==> src/rtl/motor_pwm_if.sv <==
// Control/status bundle for the H-bridge PWM generator: tick, shadow-load
// inputs and the registered bridge outputs.
interface motor_pwm_if #(
  parameter int WIDTH = 8
);
  logic             tick;
  logic [WIDTH-1:0] period_in;
  logic [WIDTH-1:0] duty_in;
  logic             dir_in;
  logic             load;
  logic             pending;
  logic             out_a;
  logic             out_b;
  logic             cycle_start;

  modport master (
    output tick, period_in, duty_in, dir_in, load,
    input  pending, out_a, out_b, cycle_start
  );

  modport slave (
    input  tick, period_in, duty_in, dir_in, load,
    output pending, out_a, out_b, cycle_start
  );
endinterface

==> src/rtl/motor_pwm.sv <==
// Two-channel H-bridge PWM: one step per divider tick, double-buffered
// period/duty/direction, and a dead-time gap when the direction reverses.
module motor_pwm #(
  parameter int WIDTH    = 8,
  parameter int DEADTIME = 2
) (
  input  logic        clk,
  input  logic        reset,
  motor_pwm_if.slave  bus
);

  localparam int       DW       = (DEADTIME > 0) ? $clog2(DEADTIME + 1) : 1;
  localparam bit       HAS_DEAD = (DEADTIME > 0);
  localparam logic [0:0] RUN    = 1'b0;
  localparam logic [0:0] DEAD   = 1'b1;

  logic [WIDTH-1:0] r_cnt;
  logic [WIDTH-1:0] r_per_act;
  logic [WIDTH-1:0] r_duty_act;
  logic             r_dir_act;
  logic [WIDTH-1:0] r_per_sh;
  logic [WIDTH-1:0] r_duty_sh;
  logic             r_dir_sh;
  logic             r_pending;
  logic [0:0]       r_state;
  logic [DW-1:0]    r_dcnt;
  logic             r_out_a;
  logic             r_out_b;
  logic             r_cycle_start;

  logic             w_wrap;
  logic             w_apply;
  logic [WIDTH-1:0] w_per_nxt;
  logic [WIDTH-1:0] w_duty_nxt;
  logic             w_dir_nxt;
  logic             w_dir_chg;
  logic             w_pwm;

  // >= rather than == so a period shrunk below the running count still wraps
  assign w_wrap = bus.tick && (r_cnt >= r_per_act);

  // A load landing on the wrap tick bypasses the shadow and goes live at once
  always_comb begin
    w_apply    = w_wrap && (bus.load || r_pending);
    w_per_nxt  = r_per_sh;
    w_duty_nxt = r_duty_sh;
    w_dir_nxt  = r_dir_sh;
    if (bus.load) begin
      w_per_nxt  = bus.period_in;
      w_duty_nxt = bus.duty_in;
      w_dir_nxt  = bus.dir_in;
    end
  end

  assign w_dir_chg = HAS_DEAD && w_apply && (w_dir_nxt != r_dir_act);
  assign w_pwm     = {1'b0, r_cnt} < {1'b0, r_duty_act};

  always_ff @(posedge clk or negedge reset) begin
    if (!reset) begin
      r_cnt         <= '0;
      r_per_act     <= '0;
      r_duty_act    <= '0;
      r_dir_act     <= 1'b0;
      r_per_sh      <= '0;
      r_duty_sh     <= '0;
      r_dir_sh      <= 1'b0;
      r_pending     <= 1'b0;
      r_state       <= RUN;
      r_dcnt        <= '0;
      r_out_a       <= 1'b0;
      r_out_b       <= 1'b0;
      r_cycle_start <= 1'b0;
    end else begin
      if (bus.tick) begin
        r_cnt <= w_wrap ? '0 : r_cnt + 1'b1;
      end

      if (bus.load) begin
        r_per_sh  <= bus.period_in;
        r_duty_sh <= bus.duty_in;
        r_dir_sh  <= bus.dir_in;
      end

      if (w_apply) begin
        r_per_act  <= w_per_nxt;
        r_duty_act <= w_duty_nxt;
        r_dir_act  <= w_dir_nxt;
        r_pending  <= 1'b0;
      end else if (bus.load) begin
        r_pending  <= 1'b1;
      end

      // Dead time runs on ticks while cnt keeps going, so it eats into the period
      if (w_dir_chg) begin
        r_state <= DEAD;
        r_dcnt  <= DW'(DEADTIME);
      end else if ((r_state == DEAD) && bus.tick) begin
        if (r_dcnt == DW'(1)) begin
          r_state <= RUN;
        end
        r_dcnt <= r_dcnt - 1'b1;
      end

      r_out_a       <= w_pwm && !r_dir_act && (r_state == RUN);
      r_out_b       <= w_pwm &&  r_dir_act && (r_state == RUN);
      r_cycle_start <= w_wrap;
    end
  end

  assign bus.pending     = r_pending;
  assign bus.out_a       = r_out_a;
  assign bus.out_b       = r_out_b;
  assign bus.cycle_start = r_cycle_start;

endmodule

==> src/flat_wrapper.sv <==
// flat-port wrapper written by rule: the top's interface ports become plain ports
module motor_pwm_flat 
#(
  parameter int WIDTH    = 8,
  parameter int DEADTIME = 2
)
  (clk, reset, bus_tick, bus_period_in, bus_duty_in, bus_dir_in, bus_load, bus_pending, bus_out_a, bus_out_b, bus_cycle_start);
  motor_pwm_if #(.WIDTH(WIDTH)) bus_i ();
  input  logic clk;
  input  logic reset;
  input wire logic [$bits(bus_i.tick)-1:0] bus_tick;
  input wire logic [$bits(bus_i.period_in)-1:0] bus_period_in;
  input wire logic [$bits(bus_i.duty_in)-1:0] bus_duty_in;
  input wire logic [$bits(bus_i.dir_in)-1:0] bus_dir_in;
  input wire logic [$bits(bus_i.load)-1:0] bus_load;
  output wire logic [$bits(bus_i.pending)-1:0] bus_pending;
  output wire logic [$bits(bus_i.out_a)-1:0] bus_out_a;
  output wire logic [$bits(bus_i.out_b)-1:0] bus_out_b;
  output wire logic [$bits(bus_i.cycle_start)-1:0] bus_cycle_start;
  assign bus_i.tick = bus_tick;
  assign bus_i.period_in = bus_period_in;
  assign bus_i.duty_in = bus_duty_in;
  assign bus_i.dir_in = bus_dir_in;
  assign bus_i.load = bus_load;
  assign bus_pending = bus_i.pending;
  assign bus_out_a = bus_i.out_a;
  assign bus_out_b = bus_i.out_b;
  assign bus_cycle_start = bus_i.cycle_start;
  motor_pwm #(.WIDTH(WIDTH), .DEADTIME(DEADTIME)) u_core (.clk(clk), .reset(reset), .bus(bus_i));
endmodule
==> config.mk <==
export PLATFORM = sky130hd
export DESIGN_NAME = motor_pwm_flat
export DESIGN_NICKNAME = d
export VERILOG_FILES = /design/src/rtl/motor_pwm_if.sv /design/src/rtl/motor_pwm.sv /design/src/flat_wrapper.sv
export SDC_FILE = /design/constraint.sdc
export NUM_CORES = 1
export LEC_CHECK = 0
export ABC_CLOCK_PERIOD_IN_PS = 2800
export CORE_AREA = 2 2 56 97
export CTS_BUF_LIST = sky130_fd_sc_hd__clkbuf_4 sky130_fd_sc_hd__clkbuf_8
export DETAILED_ROUTE_END_ITERATION = 6
export DIE_AREA = 0 0 58 99
export HOLD_SLACK_MARGIN = 0.06
export PLACE_DENSITY = 0.69
export SLEW_MARGIN = 20
export SYNTH_ARGS = -nofsm -noshare
export SYNTH_HDL_FRONTEND = slang
export SYNTH_SLANG_ARGS = --single-unit
==> constraint.sdc <==
create_clock -name clk -period 2.8 [get_ports clk]
set_clock_uncertainty 0.2 [all_clocks]
set_input_delay 0.56 -clock clk [delete_from_list [all_inputs] [get_ports clk]]
set_output_delay 0.56 -clock clk [all_outputs]
set_load 0.05 [all_outputs]
layers.png
Scale: 4 px per um.
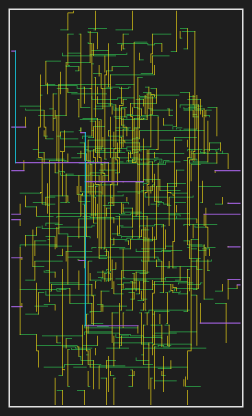
legend:
  M4:
    colour: cyan
    wire_length: 76.2 um
  M1:
    colour: green
    wire_length: 1600 um
  M2:
    colour: yellow
    wire_length: 2130 um
  M3:
    colour: purple
    wire_length: 105 um
Routed WL per cell: 14.0 um
Tot GR Track Use: 15.8%
Vias: 1486
final WL: 3900 um

clock_nets.png
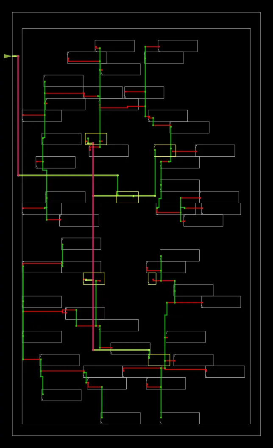
CTS buffer count: 5
clock buffers: 5
P_clk: 0.000376 W
FF+latch count: 49

==> changes_impl.md <==
### Physical design

* Final setup violation count at 0
* Critical Path AT at 2.46 ns
* Nets at Floorplan at ~230
* Most frequent logic cell in the layout: dfrtp_1
* Synth-to-Final Area Change at 16.4%
* Crit-path slowest cell: a2111oi_2
* Number of hold buffers added after cts at 0
* Yosys stat area at 0.00240 sq mm
* Dominant cell type by area after synthesis: dfrtp_1
* DIE AREA at 0.00574 sq mm
* Startpoint Class: register
* Total global routing overflow at 0
* Worst Tran Pin Value at approximately 0.57 ns
* Gate Area at approximately 0.0011 sq mm
* Tap Count at approximately 54
* Initial antenna violation count at 0
* Setup TNS at 0 ns
* Ys flops at slightly below 50
* Core Rows at 34
* RR Startpoint: u_core.r_cnt[0]
* Outcome: complete, no violations
* Inverter count at 18
* Largest power group: sequential cells
* Clk pin slew, worst setup/hold paths at about 0.08 ns
* Syn Area/Cell at 12.3 sq um
* Ys async rst share at 100%
* Drt pass-1 iters at 4
* CP startpoint: u_core.r_cnt[0]
* DPL Wire Length at just over 3000 um
* Post-Route Utilization at roughly 57%
* Mux cell area share at 18.0%
* Die H at approximately 99 um
* Die x size at a little under 60 um
* FF/Latch Area at around 0.0012 sq mm
* Complex Gates by Area at 6.87%
* Final min period at 2.48 ns
* Largest net degree at the start of global routing at 26
* Main logic family after synthesis: multiplexers
* EDFF count, synth at 0
* Worst Hold Slack at 0.0459 ns
* Dpl ws at between 0.3 and 0.4 ns
* Leakage at roughly 1.4 nW
* Vias per inst at 5.35
* Syn Inst Count at around 200
* Crit path depth at 7
* RD Place Congestion at 0.819
* R2r setup slk at approximately 0.32 ns
* Unrepaired setup endpoints after global routing: false
* Post-cts sizing count at 0
* Clock Tree Root: clkbuf_8
* Int Power at ~0.0017 W
* Longest Clk Path Bufs at 2
* Register share of the cell area at 43.8%
* Number of logic gates at 122
* Max-Cap Viols at 0
* DP Area at around 0.0027 sq mm
* WP data required at approximately 2.8 ns
gates.png
Scale: 4 px per um.
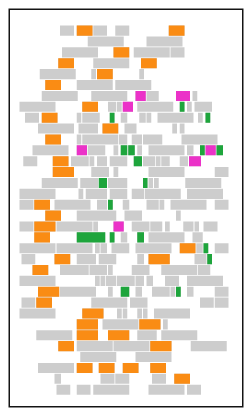
legend:
  nand cells:
    colour: green
    cells: 18
  mux cells:
    colour: orange
    cells: 35
  non-inverting ao/oa cells:
    colour: magenta
    cells: 7
final instance count without filler cells: 278
Comb/total area: 38.6%

m3.png
Scale: 6 px per um.
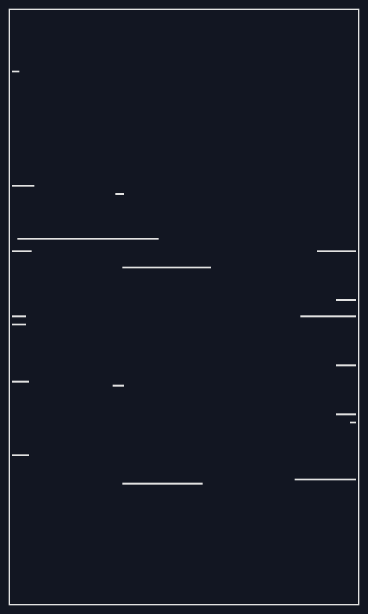
wire length on this layer: 105 um
main direction: horizontal
GR Util met3: 2.89%

[cell usage after synthesis, drive strengths merged, types with 3 or more instances]
| cell | count |
|---|---|
| mux2 | 35 |
| buf | 3 |
| a21oi | 4 |
| xor2 | 4 |
| nand3 | 4 |
| clkbuf | 3 |
| a21o | 3 |
| nand2 | 10 |
| o21ai | 5 |
| dfrtp | 49 |
| nor2 | 17 |
| inv | 18 |
| ha | 17 |
[per-layer routing]
layer	GRT usage (%)	up-vias	part of all wire (%)
li1	-	725	-
met2	26.9	19	54
met5	0	-	0
met3	2.89	6	2.7
met1	19.3	736	41
met4	6.44	0	1.9
No activity file was given, so power comes from the tool's default toggle rates.
